File: src/rtl/irq_pkg.sv
// Shared constants, FSM encoding and the priority helper for the interrupt controller.
package irq_pkg;

  localparam int NUM_IRQ  = 4;
  localparam int IRQ_ID_W = $clog2(NUM_IRQ);

  localparam logic [1:0] ADDR_MASK    = 2'd0;
  localparam logic [1:0] ADDR_PENDING = 2'd1;
  localparam logic [1:0] ADDR_CAUSE   = 2'd2;

  typedef enum logic [1:0] {
    ST_IDLE       = 2'd0,
    ST_DISPATCH   = 2'd1,
    ST_IN_SERVICE = 2'd2
  } state_e;

  // Lowest set index wins, so line 0 has the highest priority.
  function automatic logic [IRQ_ID_W-1:0] lowest_set(input logic [NUM_IRQ-1:0] v);
    logic [IRQ_ID_W-1:0] id;
    id = '0;
    for (int i = NUM_IRQ - 1; i >= 0; i--) begin
      if (v[i]) id = IRQ_ID_W'(i);
    end
    return id;
  endfunction

endpackage

File: src/rtl/irq_ctrl_if.sv
// Register bus between the CPU side and the interrupt controller.
interface irq_ctrl_if;

  logic        we;
  logic [1:0]  addr;
  logic [31:0] wdata;
  logic [31:0] rdata;

  modport master (output we, output addr, output wdata, input rdata);
  modport slave  (input we, input addr, input wdata, output rdata);

endinterface

File: src/rtl/irq_sync.sv
// Per-line synchronizer chain plus history flop producing one-cycle rising-edge events.
module irq_sync
  import irq_pkg::*;
#(
  parameter int SYNC_STAGES = 2,
  parameter int WIDTH       = NUM_IRQ
) (
  input  logic             clk,
  input  logic             reset,
  input  logic [WIDTH-1:0] async_i,
  output logic [WIDTH-1:0] edge_o
);

  logic [SYNC_STAGES-1:0][WIDTH-1:0] sync_q;
  logic [WIDTH-1:0]                  hist_q;
  logic [WIDTH-1:0]                  armed_q;
  logic [SYNC_STAGES-1:0]            primed_q;
  logic [WIDTH-1:0]                  sync_out;

  assign sync_out = sync_q[SYNC_STAGES-1];

  // A line only arms once the chain has refilled after reset and the line is
  // seen low, so a line held high through reset release never fires.
  always_ff @(posedge clk or posedge reset) begin
    if (reset) begin
      sync_q   <= '0;
      hist_q   <= '0;
      armed_q  <= '0;
      primed_q <= '0;
    end else begin
      sync_q   <= {sync_q[SYNC_STAGES-2:0], async_i};
      hist_q   <= sync_out;
      primed_q <= {primed_q[SYNC_STAGES-2:0], 1'b1};
      if (primed_q[SYNC_STAGES-1]) armed_q <= armed_q | ~sync_out;
    end
  end

  assign edge_o = sync_out & ~hist_q & armed_q;

endmodule

File: src/rtl/irq_ctrl.sv
// Interrupt controller: pending/mask registers, fixed-priority dispatch and a non-nesting service FSM.
module irq_ctrl
  import irq_pkg::*;
#(
  parameter int SYNC_STAGES = 2
) (
  input  logic                clk,
  input  logic                reset,
  input  logic [NUM_IRQ-1:0]  irq_in_i,
  input  logic                eret_i,
  irq_ctrl_if.slave           bus,
  output logic                int_req_o,
  output logic [IRQ_ID_W-1:0] int_id_o
);

  state_e                state_q, state_d;
  logic [NUM_IRQ-1:0]    mask_q, mask_d;
  logic [NUM_IRQ-1:0]    pend_q, pend_d;
  logic [IRQ_ID_W-1:0]   id_q, id_d;
  logic [NUM_IRQ-1:0]    edges;
  logic                  unused_wdata;

  assign unused_wdata = ^bus.wdata[31:NUM_IRQ];

  irq_sync #(
    .SYNC_STAGES (SYNC_STAGES),
    .WIDTH       (NUM_IRQ)
  ) u_sync (
    .clk     (clk),
    .reset   (reset),
    .async_i (irq_in_i),
    .edge_o  (edges)
  );

  always_ff @(posedge clk or posedge reset) begin
    if (reset) begin
      state_q <= ST_IDLE;
      mask_q  <= '0;
      pend_q  <= '0;
      id_q    <= '0;
    end else begin
      state_q <= state_d;
      mask_q  <= mask_d;
      pend_q  <= pend_d;
      id_q    <= id_d;
    end
  end

  // Edge events are OR-ed in last so they beat both W1C and dispatch clears.
  always_comb begin
    state_d   = state_q;
    mask_d    = mask_q;
    pend_d    = pend_q;
    id_d      = id_q;
    int_req_o = 1'b0;
    if (bus.we && bus.addr == ADDR_MASK)    mask_d = bus.wdata[NUM_IRQ-1:0];
    if (bus.we && bus.addr == ADDR_PENDING) pend_d = pend_d & ~bus.wdata[NUM_IRQ-1:0];
    case (state_q)
      ST_IDLE: begin
        if (|(pend_q & mask_q)) begin
          state_d = ST_DISPATCH;
          id_d    = lowest_set(pend_q & mask_q);
        end
      end
      ST_DISPATCH: begin
        int_req_o    = 1'b1;
        pend_d[id_q] = 1'b0;
        state_d      = ST_IN_SERVICE;
      end
      ST_IN_SERVICE: begin
        if (eret_i) state_d = ST_IDLE;
      end
      default: state_d = ST_IDLE;
    endcase
    pend_d = pend_d | edges;
  end

  always_comb begin
    bus.rdata = '0;
    case (bus.addr)
      ADDR_MASK:    bus.rdata = {{(32-NUM_IRQ){1'b0}}, mask_q};
      ADDR_PENDING: bus.rdata = {{(32-NUM_IRQ){1'b0}}, pend_q};
      ADDR_CAUSE:   bus.rdata = {{(31-IRQ_ID_W){1'b0}}, (state_q == ST_IN_SERVICE), id_q};
      default:      bus.rdata = '0;
    endcase
  end

  assign int_id_o = id_q;

endmodule

File: src/flat_wrapper.sv
// flat-port wrapper written by rule: the top's interface ports become plain ports
module irq_ctrl_flat import irq_pkg::*;
#(
  parameter int SYNC_STAGES = 2
)
  (clk, reset, irq_in_i, eret_i, int_req_o, int_id_o, bus_we, bus_addr, bus_wdata, bus_rdata);
  irq_ctrl_if bus_i ();
  input  logic clk;
  input  logic reset;
  input  logic [NUM_IRQ-1:0] irq_in_i;
  input  logic eret_i;
  output logic int_req_o;
  output logic [IRQ_ID_W-1:0] int_id_o;
  input wire logic [$bits(bus_i.we)-1:0] bus_we;
  input wire logic [$bits(bus_i.addr)-1:0] bus_addr;
  input wire logic [$bits(bus_i.wdata)-1:0] bus_wdata;
  output wire logic [$bits(bus_i.rdata)-1:0] bus_rdata;
  assign bus_i.we = bus_we;
  assign bus_i.addr = bus_addr;
  assign bus_i.wdata = bus_wdata;
  assign bus_rdata = bus_i.rdata;
  irq_ctrl #(.SYNC_STAGES(SYNC_STAGES)) u_core (.clk(clk), .reset(reset), .irq_in_i(irq_in_i), .eret_i(eret_i), .bus(bus_i), .int_req_o(int_req_o), .int_id_o(int_id_o));
endmodule
File: config.mk
export PLATFORM = sky130hd
export DESIGN_NAME = irq_ctrl_flat
export DESIGN_NICKNAME = d
export VERILOG_FILES = /design/src/rtl/irq_pkg.sv /design/src/rtl/irq_ctrl_if.sv /design/src/rtl/irq_sync.sv /design/src/rtl/irq_ctrl.sv /design/src/flat_wrapper.sv
export SDC_FILE = /design/constraint.sdc
export NUM_CORES = 1
export LEC_CHECK = 0
export CORE_UTILIZATION = 41
export CTS_CLUSTER_DIAMETER = 60
export CTS_CLUSTER_SIZE = 14
export DETAILED_ROUTE_END_ITERATION = 8
export HOLD_SLACK_MARGIN = 0.05
export PLACE_DENSITY = 0.84
export SLEW_MARGIN = 20
export SYNTH_ARGS = -nofsm -noshare
export SYNTH_HDL_FRONTEND = slang
export SYNTH_HIERARCHICAL = 1
export SYNTH_SLANG_ARGS = --single-unit
File: constraint.sdc
create_clock -name clk -period 3.2 [get_ports clk]
set_input_delay 0.32 -clock clk [delete_from_list [all_inputs] [get_ports clk]]
set_output_delay 0.32 -clock clk [all_outputs]
set_load 0.01 [all_outputs]
Gate families picked out:
Drawn at 8 px/µm.
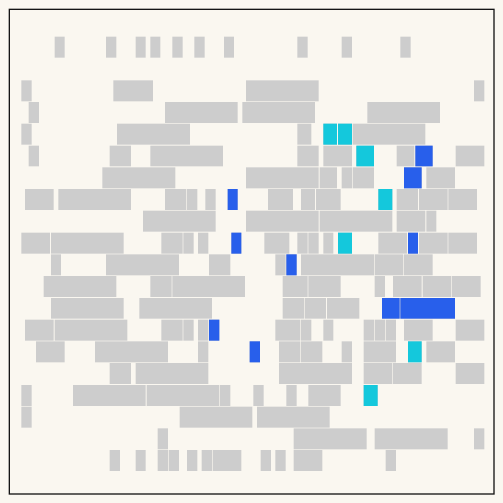
blue -> NOR gates  # cells 10, most used nor2_1
cyan -> inverting AOI/OAI gates  # cells 7, most used o21ai_0

I/O nets highlighted:
Drawn at 6 px/µm.
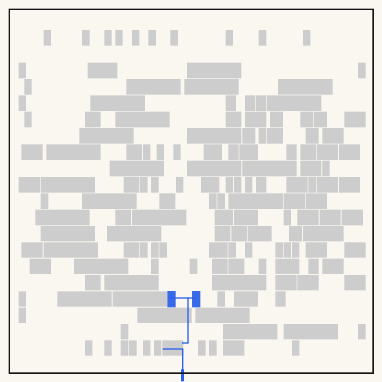
blue -> reset  # bits 1, direction input, edge south, end cells 2, wire 19.2 µm
IO Count: 77
Port-buffer cells: 20

Clock wiring as the flow saved it:
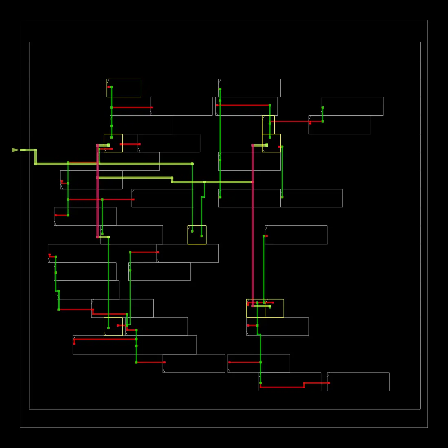
clk_lat worst skew: 0.33 ns
CTS sink cnt: 30
Power Clock: 0.232 mW

Cell density map:
Drawn at 4 px/µm. 6 x 6 tiles, from dark purple (low) to yellow (high), 0 to 100% covered.
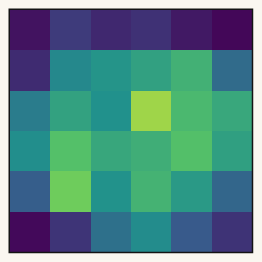
nearly empty tiles = 2.8%
fullest tile = 85%
emptiest ninth of the die = north-west
tiles over 75% full = 5.6%

Drive-strength map:
Drawn at 8 px/µm.
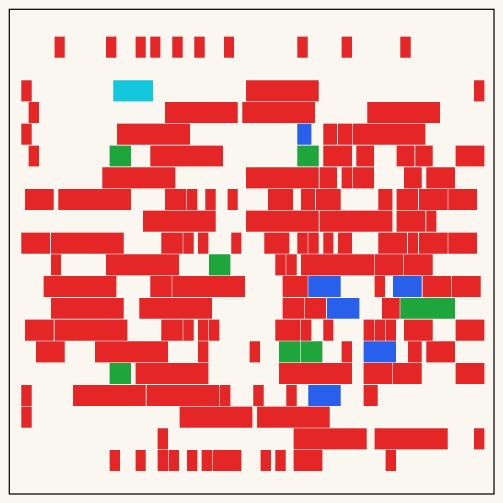
red -> _0 and _1 cells  # cells 139
green -> _3 and _4 cells  # cells 7
cyan -> _6 and larger  # cells 1
blue -> _2 cells  # cells 6

## cell families after synthesis
group	count (synthesis)	share of synthesized area, %
AOI/OAI and AO/OA	18	8.94
buffers and inverters	38	18.4
DFF	30	53.7
muxes	9	6.80
other	2	0.537
and+or+nand+nor	32	11.6
## final cells by class
| cell class | count | area (µm²) |
|---|---|---|
| tap | 44 | 55.1 |
| multi-input combinational | 88 | 492 |
| inverter | 7 | 26.3 |
| clock buffer | 6 | 51.3 |
| sequential | 30 | 751 |
| clock inverter | 2 | 12.5 |
| timing repair buffer | 20 | 200 |
| fill | 309 | 1570 |
## per-stage QoR
step | util [%] | worst slack [ns] | power [mW] | area, µm² | instances
2_1_floorplan | - | 2.03 | 0.716 | 1500 | 156
3_3_place_gp | 48.3 | 0.992 | 0.789 | 1520 | 189
3_5_place_dp | 48.3 | 0.936 | 0.806 | 1520 | 189
4_1_cts | 50.4 | 0.922 | 1.04 | 1590 | 197
5_1_grt | 50.4 | 0.798 | 1.10 | 1590 | 197
6_report | 50.4 | 0.931 | 1.03 | 1590 | 197
## layout by cell type (no fill, tap or decap), types with 2 or more instances in the layout
cell type,count
nand2_1,16
clkdlybuf4s50_1,20
a21oi_1,2
a31o_1,4
conb_1,29
nand3b_1,2
o21ai_0,4
nor2b_1,3
a21o_1,6
clkbuf_4,5
dfrtp_1,30
mux2_2,4
nor2_1,6
mux2i_1,5
inv_1,7
## layer usage
| metal | up-vias | global-route usage [%] |
|---|---|---|
| li1 | 407 | - |
| met1 | 395 | 14.9 |
| met2 | 41 | 22.3 |
| met3 | 6 | 4.69 |
| met4 | 0 | 8.77 |
| met5 | - | 0 |
## worst register-to-register path, stage by stage (launching register included)
cell and delay, ns:
dfrtp_1 0.39, nor2b_1 0.36, nand3_1 0.14, a31o_1 0.24
==> metrics.csv <==
metric,value,unit
status,"complete, no violations",
top_power_group,registers,
log.warning_count,54,
gp_congestion,0.837,
routed_via_density,4.31,
tns,0,ns
dieArea,3650,µm²
wl_met2,1.16,mm
max_freq,441,MHz
finalClockSkew,0.00357,ns
clk_pin_slew,0.09,ns
rsz0062_at_grt,no,
cts_setup_buffers,0,
drtIter0Drc,29,
postCtsHoldBufs,0,
startpoint_type,input port,
ys_seq_share,53.7,%
ff2ff_setup_slack,1.98,ns
path_buffers,2,
clock-root-buffer,clkbuf_4,
core_area,3150,µm²
numCtsBuffers,5,
ant_nets,0,
tritoncts,built,
layout.nets,194,
synthToLayoutAreaGrowth,13.5,%
yosys.cell_types.count,23,
hold_path.class,input port to asynchronous set/reset pin,
syn_area,1400,µm²
seqPwrFrac,49.4,%
cp_data_required_time,2.88,ns
clkPwrFrac,22.5,%
maxCapViolCount,0,
dp_hpwl,1.62,mm
period_needed,2.27,ns
share_comb_of_total_power,28.2,%
worst_ep_arrival_time,1.95,ns
synth_area_per_cell,10.8,µm²
drc,0,
timing.rr.end,u_core/pend_q[3],
area_leaders,"dfrtp_1 (54%), buf_4 (15%), nand2_1 (4.3%)",
Power figures rest on the tool's default switching activity, not on a simulated workload.
